## src/rtl/eda_mask_buffer_pkg.sv

```systemverilog
// Shared configuration and FSM state encoding for the regional-maximum mask store.
package eda_mask_buffer_pkg;

    localparam int CFG_IMG_ROWS = 16;
    localparam int CFG_IMG_COLS = 16;
    localparam int CFG_M        = 3;
    localparam int CFG_N        = 3;
    localparam int CFG_I_WIDTH  = $clog2(CFG_IMG_ROWS);
    localparam int CFG_J_WIDTH  = $clog2(CFG_IMG_COLS);

    typedef enum logic [1:0] {
        ST_IDLE   = 2'd0,
        ST_STREAM = 2'd1,
        ST_DONE   = 2'd2
    } state_e;

endpackage

```

## src/rtl/eda_mask_window_decode.sv

```systemverilog
// Maps a window clear strobe at offset (upd_i, upd_j) onto per-pixel clear enables.
// Pixels that overhang the image edge simply match no image position.
module eda_mask_window_decode
    import eda_mask_buffer_pkg::*;
#(
    parameter int IMG_ROWS = CFG_IMG_ROWS,
    parameter int IMG_COLS = CFG_IMG_COLS,
    parameter int M        = CFG_M,
    parameter int N        = CFG_N,
    parameter int I_WIDTH  = CFG_I_WIDTH,
    parameter int J_WIDTH  = CFG_J_WIDTH
) (
    input  logic [I_WIDTH-1:0]                upd_i,
    input  logic [J_WIDTH-1:0]                upd_j,
    input  logic [M-1:0][N-1:0]               strb_value,
    output logic [IMG_ROWS-1:0][IMG_COLS-1:0] clr_en
);

    localparam int ROW_W = I_WIDTH + 1;
    localparam int COL_W = J_WIDTH + 1;

    // One extra bit so targets past the last row/column never alias back to 0.
    logic [ROW_W-1:0] tgt_row [M];
    logic [COL_W-1:0] tgt_col [N];

    for (genvar gi = 0; gi < M; gi++) begin : g_tgt_row
        assign tgt_row[gi] = {1'b0, upd_i} + ROW_W'(gi);
    end

    for (genvar gi = 0; gi < N; gi++) begin : g_tgt_col
        assign tgt_col[gi] = {1'b0, upd_j} + COL_W'(gi);
    end

    for (genvar gi = 0; gi < IMG_ROWS; gi++) begin : g_row
        for (genvar gj = 0; gj < IMG_COLS; gj++) begin : g_col
            logic hit;
            always_comb begin
                hit = 1'b0;
                for (int wr = 0; wr < M; wr++) begin
                    for (int wc = 0; wc < N; wc++) begin
                        if (strb_value[wr][wc] &&
                            (tgt_row[wr] == ROW_W'(gi)) &&
                            (tgt_col[wc] == COL_W'(gj))) begin
                            hit = 1'b1;
                        end
                    end
                end
            end
            assign clr_en[gi][gj] = hit;
        end
    end

endmodule

```

## src/rtl/eda_mask_buffer.sv

```systemverilog
// Full-image regional-maximum mask with window clear updates and a row-per-beat
// readout stream over valid/ready.
module eda_mask_buffer
    import eda_mask_buffer_pkg::*;
#(
    parameter int IMG_ROWS = CFG_IMG_ROWS,
    parameter int IMG_COLS = CFG_IMG_COLS,
    parameter int M        = CFG_M,
    parameter int N        = CFG_N,
    parameter int I_WIDTH  = CFG_I_WIDTH,
    parameter int J_WIDTH  = CFG_J_WIDTH
) (
    input  logic                clk,
    input  logic                reset_n,
    input  logic                clear,
    input  logic                upd_valid,
    output logic                upd_ready,
    input  logic [I_WIDTH-1:0]  upd_i,
    input  logic [J_WIDTH-1:0]  upd_j,
    input  logic                compare_out,
    input  logic [M-1:0][N-1:0] strb_value,
    input  logic                rd_start,
    output logic                busy,
    output logic                row_valid,
    input  logic                row_ready,
    output logic [IMG_COLS-1:0] row_data,
    output logic                row_last,
    output logic                done
);

    logic [IMG_ROWS-1:0][IMG_COLS-1:0] mask_q, mask_d;
    logic [IMG_ROWS-1:0][IMG_COLS-1:0] clr_en;
    state_e                            state_q, state_d;
    logic [I_WIDTH-1:0]                row_cnt_q, row_cnt_d;
    logic                              upd_fire;
    logic                              last_row;

    eda_mask_window_decode #(
        .IMG_ROWS (IMG_ROWS),
        .IMG_COLS (IMG_COLS),
        .M        (M),
        .N        (N),
        .I_WIDTH  (I_WIDTH),
        .J_WIDTH  (J_WIDTH)
    ) u_decode (
        .upd_i      (upd_i),
        .upd_j      (upd_j),
        .strb_value (strb_value),
        .clr_en     (clr_en)
    );

    assign upd_ready = (state_q == ST_IDLE) && !clear;
    assign upd_fire  = upd_valid && upd_ready && !compare_out;
    assign last_row  = (row_cnt_q == I_WIDTH'(IMG_ROWS - 1));

    assign busy      = (state_q == ST_STREAM);
    assign row_valid = (state_q == ST_STREAM);
    assign row_last  = (state_q == ST_STREAM) && last_row;
    assign done      = (state_q == ST_DONE);
    assign row_data  = mask_q[row_cnt_q];

    always_comb begin
        mask_d    = mask_q;
        state_d   = state_q;
        row_cnt_d = row_cnt_q;
        if (clear) begin
            mask_d    = '1;
            state_d   = ST_IDLE;
            row_cnt_d = '0;
        end else begin
            case (state_q)
                ST_IDLE: begin
                    // Update and rd_start may coincide; the first beat then sees the new mask.
                    if (upd_fire) begin
                        mask_d = mask_q & ~clr_en;
                    end
                    if (rd_start) begin
                        state_d   = ST_STREAM;
                        row_cnt_d = '0;
                    end
                end
                ST_STREAM: begin
                    if (row_ready) begin
                        if (last_row) begin
                            state_d = ST_DONE;
                        end else begin
                            row_cnt_d = row_cnt_q + 1'b1;
                        end
                    end
                end
                ST_DONE: begin
                    state_d   = ST_IDLE;
                    row_cnt_d = '0;
                end
                default: begin
                    state_d   = ST_IDLE;
                    row_cnt_d = '0;
                end
            endcase
        end
    end

    always_ff @(posedge clk or negedge reset_n) begin
        if (!reset_n) begin
            mask_q    <= '1;
            state_q   <= ST_IDLE;
            row_cnt_q <= '0;
        end else begin
            mask_q    <= mask_d;
            state_q   <= state_d;
            row_cnt_q <= row_cnt_d;
        end
    end

endmodule
```

## config.mk

```make
export PLATFORM = sky130hd
export DESIGN_NAME = eda_mask_buffer
export DESIGN_NICKNAME = d
export VERILOG_FILES = /design/src/rtl/eda_mask_buffer_pkg.sv /design/src/rtl/eda_mask_window_decode.sv /design/src/rtl/eda_mask_buffer.sv
export SDC_FILE = /design/constraint.sdc
export NUM_CORES = 1
export LEC_CHECK = 0
export CORE_MARGIN = 2
export CORE_UTILIZATION = 35
export DETAILED_ROUTE_END_ITERATION = 8
export SYNTH_ARGS = -nofsm -noshare
export SYNTH_HDL_FRONTEND = slang
export SYNTH_SLANG_ARGS = --single-unit
```

## constraint.sdc

```tcl
create_clock -name clk -period 2.7 [get_ports clk]
set_clock_uncertainty 0.2 [all_clocks]
set_input_delay 0.54 -clock clk [delete_from_list [all_inputs] [get_ports clk]]
set_output_delay 0.54 -clock clk [all_outputs]
set_load 0.05 [all_outputs]
```

Figure 1. M1 wires.
Scale bar: 50 µm. Cells faint in the background.
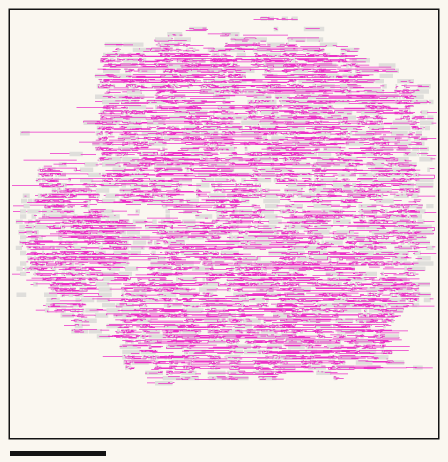
- longest straight run: 48.8 µm
- main direction: horizontal
- share of all routed wire: 38%

Figure 2. The metal 2 layer.
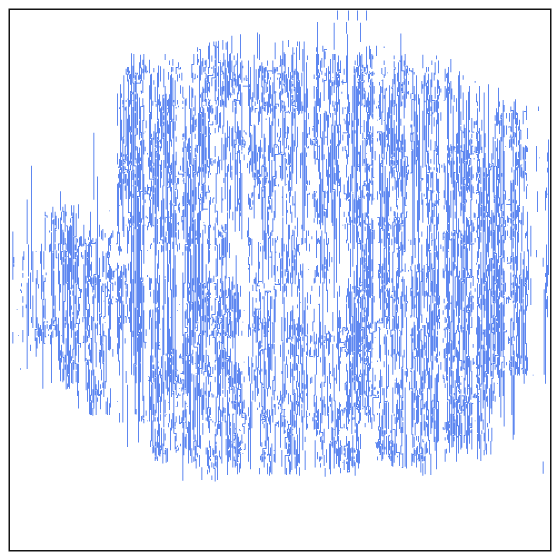
- longest straight run: 84.1 µm
- share of all routed wire: 44%
- main direction: vertical

final timing paths:
kind                              start           to  slack, ps  cells past startpoint
min                             reset_n  mask_q[104]         20                      1
max                        row_cnt_q[0]  row_data[7]       -680                      5
max reg2reg                  state_q[0]  mask_q[136]        560                      4
max in group asynchronous       reset_n   mask_q[82]       1780                      2
min reg2reg                 mask_q[237]  mask_q[237]        290                      2
min in group clk                  clear   mask_q[76]        280                      3
stage by stage:
| stage | util (%) | setup TNS [ps] | worst slack, ps | instances |
|---|---|---|---|---|
| floorplan | - | 0 | 0.4807 | 1851 |
| global placement | 41.15 | -54410 | -425.1 | 2481 |
| detailed placement | 41.15 | -59910 | -454.9 | 2481 |
| CTS | 44.04 | -10770 | -713.2 | 2545 |
| global route | 44.02 | -11020 | -710.5 | 2544 |
| finish | 44.02 | -10420 | -683.1 | 2544 |
==> flow_summary.toml <==
# physical design summary
[run_status]
run_status = "finished, violations left"
failed_checks = "negative setup slack"

[synth]
synthTopCellsByArea = "dfstp_2 40%, o21ai_0 11%, mux4_2 11%"
postSynth.asyncResetShare_pct = 100.0
synth.cell_area_um2 = 16850
synth_flop_count = 262
mappedNetlistNets = 1878
synth-cells-yosys = 1851

[detailed_routing]
met1_length_um = 26390
route.detailed.wl_per_inst_um = 27.05
ratio_of_routed_vias_to_standard_cells = 6.742

[cells_and_area]
inverters_excl_clock = 4
nNonClkBuffers = 238
area_share_nonclk_buffers_pct = 14.53
clock_area_share_pct = 5.381
max_flop_register = "mask_q"
final-seq-area_um2 = 6884
logic_area_um2 = 9130
mostFrequentLayoutCell = "o21ai_0"

[timing]
finalWorstSetupSlack_ps = -683.1
timing.final.crit_share_pct = 125.3
setup_viols_final = 17
hold_viol_final = 0
tightest_slew_ps = 916.7

[grt]
grt_pass1_wl_um = 104500
grt.overflow.total = 0

[floorplan]
tap-cell-count = 615
ios = 45

[power]
p_int_mw = 7.449
power.density_cell_area_nw_per_um2 = 493.0
irDropWorstVdd_mv = 0.3635
share_comb_of_total_power_pct = 16.3

[clock_network]
cts_sinks = 262
cts-root-buf = "clkbuf_16"

[flow_run]
maxCapViolations = 0

[setup_path]
worst_path_largest_cell_delay_ps = 580
crit_path_end_kind = "primary output"
crit_family = "multiplexers"
critPathLaunchType = "flip-flop"

[worst_hold_path]
min_path_type = "primary input to async pin"
